## config.mk

```make
export PLATFORM = sky130hd
export DESIGN_NAME = multicycle_ctrl_fsm
export DESIGN_NICKNAME = d
export VERILOG_FILES = /design/src/rtl/multicycle_ctrl_fsm_pkg.sv /design/src/rtl/multicycle_ctrl_fsm_imm_src_dec.sv /design/src/rtl/multicycle_ctrl_fsm.sv
export SDC_FILE = /design/constraint.sdc
export NUM_CORES = 1
export LEC_CHECK = 0
export CAP_MARGIN = 20
export CELL_PAD_IN_SITES_DETAIL_PLACEMENT = 1
export CELL_PAD_IN_SITES_GLOBAL_PLACEMENT = 1
export CORE_AREA = 2 2 51 53
export CTS_CLUSTER_SIZE = 30
export DETAILED_ROUTE_END_ITERATION = 16
export DIE_AREA = 0 0 53 55
export PLACE_DENSITY_LB_ADDON = 0.1
export SETUP_SLACK_MARGIN = 0.05
export SLEW_MARGIN = 0
export SYNTH_ARGS = -nofsm -noshare
export SYNTH_HDL_FRONTEND = slang
export SYNTH_SLANG_ARGS = --single-unit
export TNS_END_PERCENT = 30
```

## constraint.sdc

```tcl
create_clock -name clk -period 3.1 [get_ports clk]
set_input_delay 0.465 -clock clk [delete_from_list [all_inputs] [get_ports clk]]
set_output_delay 0.465 -clock clk [all_outputs]
set_load 0.05 [all_outputs]
```

## src/rtl/multicycle_ctrl_fsm_pkg.sv

```systemverilog
// Shared types and codes for the multicycle RV32I control FSM.
// State encodings, opcode constants and datapath select codes.
package multicycle_ctrl_fsm_pkg;

    typedef enum logic [3:0] {
        S_FETCH    = 4'd0,
        S_DECODE   = 4'd1,
        S_MEMADR   = 4'd2,
        S_MEMREAD  = 4'd3,
        S_MEMWB    = 4'd4,
        S_MEMWRITE = 4'd5,
        S_EXECUTER = 4'd6,
        S_EXECUTEI = 4'd7,
        S_ALUWB    = 4'd8,
        S_BEQ      = 4'd9,
        S_JAL      = 4'd10,
        S_ILLEGAL  = 4'd15
    } state_t;

    localparam logic [6:0] OP_LOAD   = 7'b0000011;
    localparam logic [6:0] OP_STORE  = 7'b0100011;
    localparam logic [6:0] OP_RTYPE  = 7'b0110011;
    localparam logic [6:0] OP_ITYPE  = 7'b0010011;
    localparam logic [6:0] OP_BRANCH = 7'b1100011;
    localparam logic [6:0] OP_JAL    = 7'b1101111;

    localparam logic [1:0] ALUOP_ADD   = 2'b00;
    localparam logic [1:0] ALUOP_SUB   = 2'b01;
    localparam logic [1:0] ALUOP_FUNCT = 2'b10;

    localparam logic [1:0] IMM_I = 2'b00;
    localparam logic [1:0] IMM_S = 2'b01;
    localparam logic [1:0] IMM_B = 2'b10;
    localparam logic [1:0] IMM_J = 2'b11;

    localparam logic [1:0] RES_ALUOUT    = 2'b00;
    localparam logic [1:0] RES_DATA      = 2'b01;
    localparam logic [1:0] RES_ALURESULT = 2'b10;

    localparam logic [1:0] SRCA_PC    = 2'b00;
    localparam logic [1:0] SRCA_OLDPC = 2'b01;
    localparam logic [1:0] SRCA_RS1   = 2'b10;

    localparam logic [1:0] SRCB_RS2  = 2'b00;
    localparam logic [1:0] SRCB_IMM  = 2'b01;
    localparam logic [1:0] SRCB_FOUR = 2'b10;

endpackage

```

## src/rtl/multicycle_ctrl_fsm_imm_src_dec.sv

```systemverilog
// Combinational opcode -> immediate format decoder; zero latency, no handshake.
module multicycle_ctrl_fsm_imm_src_dec
    import multicycle_ctrl_fsm_pkg::*;
(
    input  logic [6:0] op_i,
    output logic [1:0] imm_src_o
);

    always_comb begin
        imm_src_o = IMM_I;
        case (op_i)
            OP_STORE:  imm_src_o = IMM_S;
            OP_BRANCH: imm_src_o = IMM_B;
            OP_JAL:    imm_src_o = IMM_J;
            default:   imm_src_o = IMM_I;
        endcase
    end

endmodule

```

## src/rtl/multicycle_ctrl_fsm.sv

```systemverilog
// Multicycle RV32I main control FSM: Moore outputs per state, mem_ready gates
// FETCH/MEMREAD/MEMWRITE progress so slow memory simply stretches those states.
module multicycle_ctrl_fsm
    import multicycle_ctrl_fsm_pkg::*;
#(
    parameter logic [3:0] RESET_STATE    = 4'd0,
    parameter bit         STRICT_ILLEGAL = 1'b1
) (
    input  logic       clk,
    input  logic       reset,
    input  logic [6:0] op,
    input  logic       zero,
    input  logic       mem_ready,
    output logic       PCWrite,
    output logic       AdrSrc,
    output logic       MemWrite,
    output logic       IRWrite,
    output logic [1:0] ResultSrc,
    output logic [1:0] ALUSrcA,
    output logic [1:0] ALUSrcB,
    output logic       RegWrite,
    output logic [1:0] ALUOp,
    output logic [1:0] ImmSrc,
    output logic       instr_retired,
    output logic       illegal_instr,
    output logic [3:0] state_dbg
);

    state_t state_q, state_d;

    always_ff @(posedge clk) begin
        if (reset) state_q <= state_t'(RESET_STATE);
        else       state_q <= state_d;
    end

    always_comb begin
        state_d       = state_q;
        PCWrite       = 1'b0;
        AdrSrc        = 1'b0;
        MemWrite      = 1'b0;
        IRWrite       = 1'b0;
        ResultSrc     = RES_ALUOUT;
        ALUSrcA       = SRCA_PC;
        ALUSrcB       = SRCB_RS2;
        RegWrite      = 1'b0;
        ALUOp         = ALUOP_ADD;
        instr_retired = 1'b0;
        illegal_instr = 1'b0;
        if (reset) begin
            // Hold the FETCH mux settings with every enable quiet.
            ALUSrcB   = SRCB_FOUR;
            ResultSrc = RES_ALURESULT;
            state_d   = S_FETCH;
        end else begin
            case (state_q)
                S_FETCH: begin
                    ALUSrcB   = SRCB_FOUR;
                    ResultSrc = RES_ALURESULT;
                    IRWrite   = mem_ready;
                    PCWrite   = mem_ready;
                    if (mem_ready) state_d = S_DECODE;
                end
                S_DECODE: begin
                    ALUSrcA = SRCA_OLDPC;
                    ALUSrcB = SRCB_IMM;
                    case (op)
                        OP_LOAD, OP_STORE: state_d = S_MEMADR;
                        OP_RTYPE:          state_d = S_EXECUTER;
                        OP_ITYPE:          state_d = S_EXECUTEI;
                        OP_BRANCH:         state_d = S_BEQ;
                        OP_JAL:            state_d = S_JAL;
                        default:           state_d = STRICT_ILLEGAL ? S_ILLEGAL : S_FETCH;
                    endcase
                end
                S_MEMADR: begin
                    ALUSrcA = SRCA_RS1;
                    ALUSrcB = SRCB_IMM;
                    state_d = op[5] ? S_MEMWRITE : S_MEMREAD;
                end
                S_MEMREAD: begin
                    AdrSrc = 1'b1;
                    if (mem_ready) state_d = S_MEMWB;
                end
                S_MEMWB: begin
                    ResultSrc     = RES_DATA;
                    RegWrite      = 1'b1;
                    instr_retired = 1'b1;
                    state_d       = S_FETCH;
                end
                S_MEMWRITE: begin
                    AdrSrc        = 1'b1;
                    MemWrite      = 1'b1;
                    instr_retired = mem_ready;
                    if (mem_ready) state_d = S_FETCH;
                end
                S_EXECUTER: begin
                    ALUSrcA = SRCA_RS1;
                    ALUOp   = ALUOP_FUNCT;
                    state_d = S_ALUWB;
                end
                S_EXECUTEI: begin
                    ALUSrcA = SRCA_RS1;
                    ALUSrcB = SRCB_IMM;
                    ALUOp   = ALUOP_FUNCT;
                    state_d = S_ALUWB;
                end
                S_ALUWB: begin
                    RegWrite      = 1'b1;
                    instr_retired = 1'b1;
                    state_d       = S_FETCH;
                end
                S_BEQ: begin
                    ALUSrcA       = SRCA_RS1;
                    ALUOp         = ALUOP_SUB;
                    PCWrite       = zero;
                    instr_retired = 1'b1;
                    state_d       = S_FETCH;
                end
                S_JAL: begin
                    ALUSrcA = SRCA_OLDPC;
                    ALUSrcB = SRCB_FOUR;
                    PCWrite = 1'b1;
                    state_d = S_ALUWB;
                end
                S_ILLEGAL: begin
                    illegal_instr = 1'b1;
                end
                default: state_d = S_FETCH;
            endcase
        end
    end

    multicycle_ctrl_fsm_imm_src_dec u_imm_src_dec (
        .op_i      (op),
        .imm_src_o (ImmSrc)
    );

    assign state_dbg = state_q;

endmodule

```

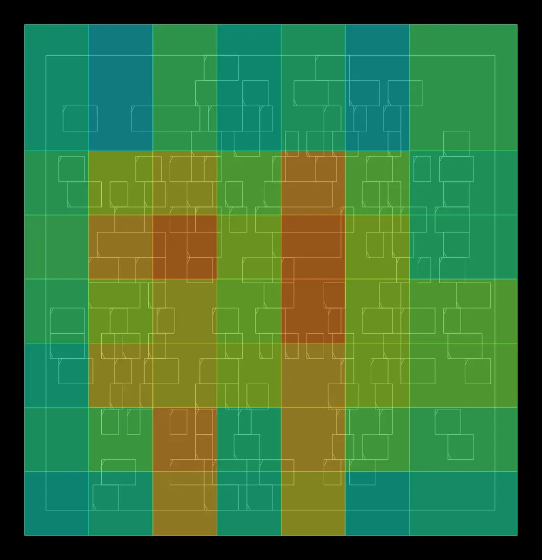
Fig. 1. Track usage over the die (run 1).
met3 usage: 4.032%
GRT met1 Usage: 19.71%
Routed WL per cell: 14.06 um

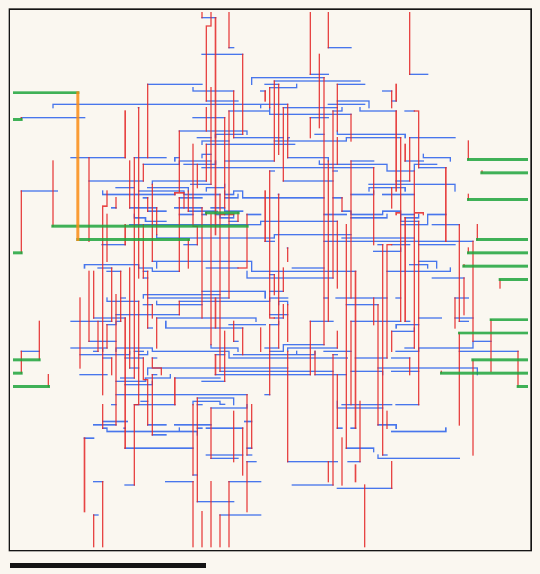
Fig. 2. Wiring by layer (run 1).
Bar = 20 um.
layer	colour	wire length
metal 1	blue	969 um
metal 2	red	1080 um
metal 3	green	111 um
metal 4	orange	15.0 um
Routed WL: 2179 um
All-Layer GR Usage: 16.83%
via count: 804

==> run_results.csv, run 1 <==
group,metric,value,unit
finish,largest_reg_flops,4,
floorplan,die_h,55,um
grt,grt_pass1_vias,798,
finish,ff_count,4,
sta,setup-tns-final,0,ns
job,tool_warnings,26,
worst_hold_path,hold_depth,2,
clocking,ctsResizeCount,0,
clocking,path_clk_slew,0.04,ns
setup_path,slowest_stage,"clkdlybuf4s50_1",
sta,finalSetupViolCount,0,
floorplan,fp_util,25.87,%
finish,finalInstanceArea,937.1,um^2
grt,grt_max_degree,18,
sta,fin_worst_skew,0.002927,ns
setup_path,path_max_fanout,12,
synth,top_area_cell,"dfxtp_1",
sta,period_used_share,89.19,%
run_status,status,"complete, no violations",
synth,synth_top_area_share,13.09,%
finish,sh_comb_area,50.20,%
floorplan,rows,18,
grt,antenna_found_initial,0,
pwr,pwr-share-seq,14.9,%
setup_path,r2r_slack,1.51,ns
setup_path,rr_worst_depth,4,
grt,grt_overflow,0,
pwr,p_comb,0.649,mW
setup_path,worstPathRequired,2.63,ns
placement,dp_hpwl,1717,um
sta,fmax,361.7,MHz
pwr,switching_share,58.21,%
synth,yosys_area,611.8,um^2
finish,diodes,0,
floorplan,core_area,2365,um^2
finish,final-clk-cell-share,2.403,%
clocking,clock-sinks,4,
synth,ys_types,37,
setup_path,reg2reg_from,"state_dbg[2]",
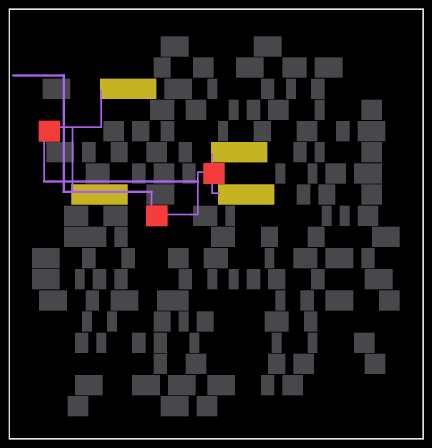
Fig. 3. Clock wires, drivers and flops (run 1).
[flip-flops] yellow | count: 4
[clock wires] purple | length: 97.7 um
[clock drivers] red | count: 3
routed clock nets	4
Clock Power Share: 7.7%
Clk power: 0.0644 mW

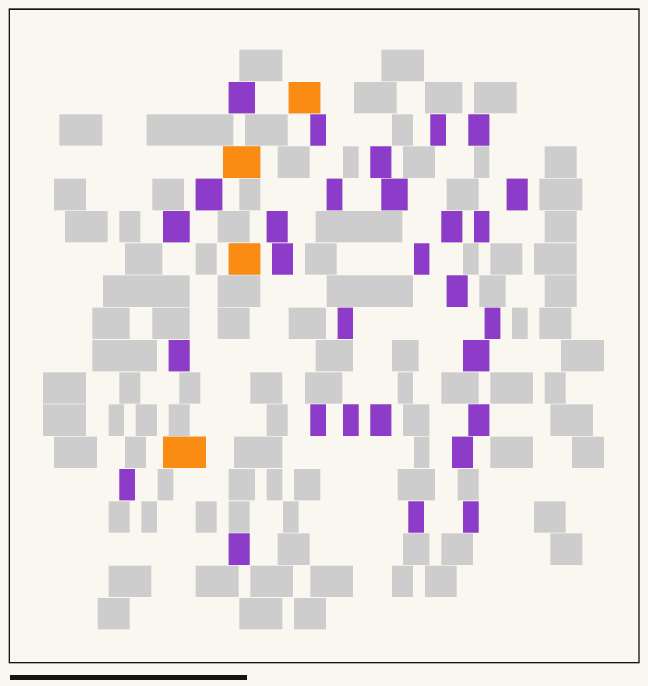
Fig. 4. Gate-type map (run 1).
Bar = 20 um.
family	colour	cells
NOR gates	purple	29
AND-OR and OR-AND gates	orange	4

## run 1: logic make-up after synthesis
| kind of cell | Yosys count | synth area share, % |
|---|---|---|
| AND-OR/OR-AND | 25 | 27.40 |
| XOR/XNOR | 4 | 5.727 |
| buffers and inverters | 12 | 10.02 |
| flip-flops | 4 | 13.09 |
| multiplexers | 2 | 3.476 |
| AND/OR/NAND/NOR | 48 | 40.29 |
## run 1: how the worst max path moves through the flow
stage                       startpoint         end  slack (ns)  cells past startpoint
after floorplan           state_dbg[2]  ALUSrcB[0]        0.36                      4
after global placement           reset  ALUSrcB[1]        0.38                      4
after detailed placement         reset  ALUSrcB[1]        0.33                      4
after CTS                        reset  ALUSrcB[1]        0.32                      4
after global routing      state_dbg[2]  ALUSrcA[1]        0.20                      5
final                            reset  ALUSrcB[1]        0.34                      4
## run 1: worst reg2reg max path: cells and delay by family, from the launching register on
kind,cells,cell delay (ns)
compound gates,2,0.20
buf+inv,1,0.29
flops,1,0.71
simple gates,1,0.32
## run 1: through the flow
| stage | utilization [%] | setup slack (ns) | hold slack, ns | instances | power [mW] |
|---|---|---|---|---|---|
| 2_1_floorplan | - | 0.3561 | 0.6616 | 95 | 0.5928 |
| 3_3_place_gp | 38.68 | 0.3784 | 0.7083 | 152 | 0.7722 |
| 3_5_place_dp | 38.68 | 0.3251 | 0.6919 | 152 | 0.7774 |
| 4_1_cts | 39.63 | 0.3208 | 0.7002 | 155 | 0.8474 |
| 5_1_grt | 39.63 | 0.2013 | 0.7272 | 155 | 0.9032 |
| 6_report | 39.63 | 0.3350 | 0.6929 | 155 | 0.8380 |
## run 1: layer usage
metal	up-vias	track usage [%]	share of wire, %	wire length [um]
met1	374	19.71	44	969
met2	22	31.04	50	1084
met3	2	4.032	5.0	110
met5	-	0	0	0
li1	406	-	-	-
met4	0	3.846	0.64	14
==> run 1 -> run 2 <==
--- a/config.mk
+++ b/config.mk
@@ -14,6 +14,7 @@
 export DIE_AREA = 0 0 53 55
 export PLACE_DENSITY_LB_ADDON = 0.1
 export SETUP_SLACK_MARGIN = 0.05
+export SKIP_LAST_GASP = 1
 export SLEW_MARGIN = 0
 export SYNTH_ARGS = -nofsm -noshare
 export SYNTH_HDL_FRONTEND = slang
==> constraint.sdc (replaced) <==
create_clock -name clk -period 3.1 [get_ports clk]
set_input_delay 0.62 -clock clk [delete_from_list [all_inputs] [get_ports clk]]
set_output_delay 0.62 -clock clk [all_outputs]
set_load 0.05 [all_outputs]
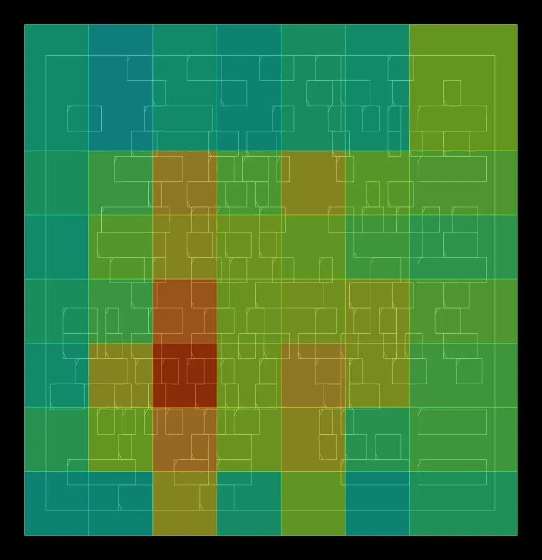
Fig. 5. Track usage over the die (run 2).
Post-Route Utilization: 43.97%
grt met2 use: 27.50%

==> run 2 against run 1 <==
Sequential power increased by 4%. Worst hold slack got worse by 0.0085 ns. Critical path depth increased by 1. Count of clock-buffer cells in the layout unchanged. Highest routed layer unchanged.
==> run_results.csv, run 2 <==
group,metric,value,unit
sta,fmax,383.3,MHz
synth,ys_types,37,
grt,grt_pass1_vias,772,
job,tool_warnings,26,
sta,whs,0.6845,ns
floorplan,fp_util,25.87,%
route,routed_wl,2141,um
finish,diodes,0,
route,avgRoutedWirePerCell,13.72,um
setup_path,worstPathRequired,2.48,ns
clocking,ctsResizeCount,0,
setup_path,r2r_slack,1.49,ns
finish,finalInstanceArea,1040,um^2
floorplan,die_h,55,um
clocking,clock-sinks,4,
sta,period_used_share,84.17,%
grt,grt_overflow,0,
grt,grt_max_degree,18,
setup_path,slowest_stage,"clkdlybuf4s50_1",
sta,finalSetupViolCount,0,
placement,dp_hpwl,1728,um
clocking,path_clk_slew,0.04,ns
sta,fin_worst_skew,0.0001256,ns
run_status,status,"complete, no violations",
[run 2: cell counts after synthesis]
No cell type changed its count.
[run 2: area by class of cell]
type	instances	area share (%)
multi-input combinational	79	45.25
timing repair buffer	35	39.47
sequential	4	7.702
tap	30	3.610
clock buffer	3	2.166
inverter	5	1.805
[run 2: metrics by stage]
step	worst slack (ns)	std cells	power, mW
global placement	0.5291	153	0.8018
global route	0.3617	156	0.9322
finish	0.4909	156	0.8680
CTS	0.4644	156	0.8785
detailed placement	0.4712	153	0.8100
floorplan	0.2011	95	0.5928
[run 2: path summary, 6_finish.rpt]
path           startpoint            to  cells past startpoint
max                 op[3]     ImmSrc[0]                      5
min          state_dbg[2]  state_dbg[1]                      4
max reg2reg  state_dbg[0]  state_dbg[0]                      4
min reg2reg  state_dbg[2]  state_dbg[1]                      4
[run 2: kinds of logic after synthesis]
| group | synth area share [%] |
|---|---|
| compound gates | 27.40 |
| xor+xnor | 5.727 |
| buf+inv | 10.02 |
| flops | 13.09 |
| mux | 3.476 |
| simple gates | 40.29 |
[run 2: report_power, final]
group | total (mW) | switching [mW] | leakage (nW) | internal (mW)
logic | 0.675 | 0.414 | 0.357 | 0.261
clock network | 0.0623 | 0.0192 | 0.0138 | 0.0432
registers | 0.130 | 0.0605 | 0.0329 | 0.0699
total | 0.868 | 0.494 | 0.404 | 0.374
[run 2: metal layers]
metal	global-route usage, %	wire [um]	share of wire [%]
met5	0	0	0
met4	5.983	24	1.1
met3	1.344	112	5.2
met2	27.50	1059	49
met1	19.84	945	44
[run 2: tightest hold or removal path, delay by kind of cell, from the launching register on]
| kind | cells | cell delay, ns |
|---|---|---|
| compound gates | 2 | 0.13 |
| simple gates | 2 | 0.16 |
| flops | 1 | 0.36 |
==> run 2 -> run 3 <==
--- a/config.mk
+++ b/config.mk
@@ -8,10 +8,10 @@
 export CAP_MARGIN = 20
 export CELL_PAD_IN_SITES_DETAIL_PLACEMENT = 1
 export CELL_PAD_IN_SITES_GLOBAL_PLACEMENT = 1
-export CORE_AREA = 2 2 51 53
+export CORE_AREA = 2 2 55 57
 export CTS_CLUSTER_SIZE = 30
 export DETAILED_ROUTE_END_ITERATION = 16
-export DIE_AREA = 0 0 53 55
+export DIE_AREA = 0 0 57 59
 export PLACE_DENSITY_LB_ADDON = 0.1
 export SETUP_SLACK_MARGIN = 0.05
 export SKIP_LAST_GASP = 1
==> constraint.sdc (replaced) <==
create_clock -name clk -period 2.1 [get_ports clk]
set_input_delay 0.42 -clock clk [delete_from_list [all_inputs] [get_ports clk]]
set_output_delay 0.42 -clock clk [all_outputs]
set_load 0.05 [all_outputs]
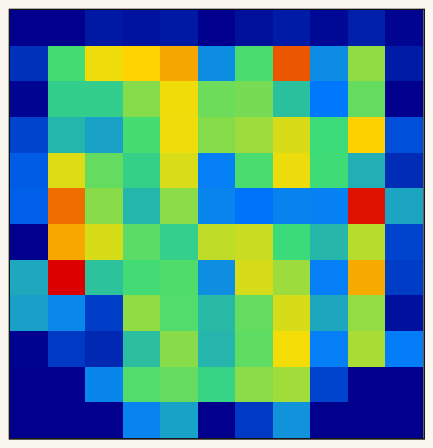
Fig. 6. Placement density heat map (run 3).
The die is cut into 11 by 12 equal tiles; dark blue is low, red is high, 0 to 100% covered.
tiles over 75% full	6.8%
emptiest ninth of the die	south-west
nearly empty tiles	15%
mean over tiles	38%
fullest tile	100%
Post-Route Utilization: 48.85%
Pre-Place Util: 22.58%
Core Box Area: 2710 um^2

==> run 3 against run 2 <==
Cell area is 27% higher. Sequential power is 52% higher. Non-clock buffer count is 8 higher. Sequential cell count stayed put. Global-route usage is 0.75 points lower. Combinational power is about 90% higher. Power is 80% higher. Core utilization is 4.9 points higher. Via count is 2.1% higher. Die size is 15% higher. Cell count is 5.8% higher. Critical endpoint is now ImmSrc[1].
==> run_results.csv, run 3 <==
group,metric,value,unit
run_status,status,"complete, no violations",
sta,finalSetupViolCount,0,
synth,syn_area,611.8,um^2
sta,drv_slew,0,
finish,final_cells,165,
synth,ys_types,37,
worst_hold_path,holdPathEnd,"state_dbg[1]",
finish,diodes,0,
clocking,clk_latency,0.23,ns
setup_path,r2r_slack,0.64,ns
route,routed_wl,2351,um
placement,dp_cells,162,
worst_hold_path,hold_depth,3,
sta,fin_worst_skew,0.005150,ns
grt,grt_overflow,0,
worst_hold_path,hold_start,"reset",
sta,whs,0.5974,ns
sta,period_needed,2.075,ns
finish,finalInstanceArea,1324,um^2
clocking,cts-root-buf,"clkbuf_4",
clocking,path_clk_slew,0.04,ns
route,avgRoutedWirePerCell,14.25,um
setup_path,worstPathRequired,1.68,ns
clocking,clock-sinks,4,
placement,gp_congestion,0.7591,
placement,dp_hpwl,1896,um
grt,grt_pass1_vias,868,
job,tool_warnings,29,
finish,largest_reg_flops,4,
setup_path,reg2reg_from,"state_dbg[0]",
sta,period_used_share,98.81,%
setup_path,rr_endpoint,"state_dbg[1]",
synth,edf_count,0,
job,cap_violations,0,
sta,fmax,481.9,MHz
setup_path,rr_worst_depth,5,
grt,grt_max_degree,19,
floorplan,die_h,59,um
pwr,power.total,1.566,mW
floorplan,dieArea,3363,um^2
finish,area_delta_synth_final,116.4,%
synth,synth_flops,4,
sta,setup-tns-final,0,ns
finish,n_fill_cell,332,
placement,dp_slack,0.02089,ns
finish,mostFrequentLayoutCell,"buf_12",
sta,setup_ws,0.02493,ns
[run 3: logic make-up (layout without fill, tap and decap cells)]
kind of cell,Yosys count,count (layout),synth area share (%)
simple gates,48,48,40.29
compound gates,25,25,27.40
buf+inv,12,51,10.02
xor+xnor,4,4,5.727
flops,4,4,13.09
mux,2,2,3.476
[run 3: how the worst max path moves through the flow]
stage                      start   endpoint  cells past startpoint
floorplan           state_dbg[1]    PCWrite                      4
global placement           reset    PCWrite                      5
detailed placement         reset    PCWrite                      5
CTS                        reset    PCWrite                      5
global route               op[3]  ImmSrc[1]                      4
finish                     op[3]  ImmSrc[1]                      4
[run 3: final cells by class]
| cell class | instances | area share [%] |
|---|---|---|
| Sequential cell | 4 | 6.616 |
| Clock buffer | 3 | 1.701 |
| Multi-Input combinational cell | 79 | 42.63 |
| Timing Repair Buffer | 43 | 44.71 |
| Tap cell | 31 | 2.930 |
| Inverter | 5 | 1.418 |
[run 3: metal layers]
layer  GRT usage (%)  vias to the layer above  part of all wire [%]
met5               0                        -                     0
met4           4.983                        0                   1.2
met3          0.6550                        4                   2.7
met2           26.44                       17                    50
met1           19.39                      394                    46
li1                -                      419                     -
[run 3: worst max-delay path: stages]
cell             delay, ns
clkdlybuf4s50_1       0.48
or2_4                 0.30
a211oi_4              0.28
buf_12                0.17
[run 3: power by group]
part	internal, mW	switching, mW
clock	0.0637	0.0292
sequential	0.112	0.0843
combinational	0.566	0.711
total	0.742	0.824
[run 3: timing repair]
action / 4_1_cts / 5_1_grt
pin swaps: 0 / 4
hold buffers: 0 / 0
setup endpoints to repair: 4 / 11
resized: 2 / 13
Power and IR drop assume default switching activity.
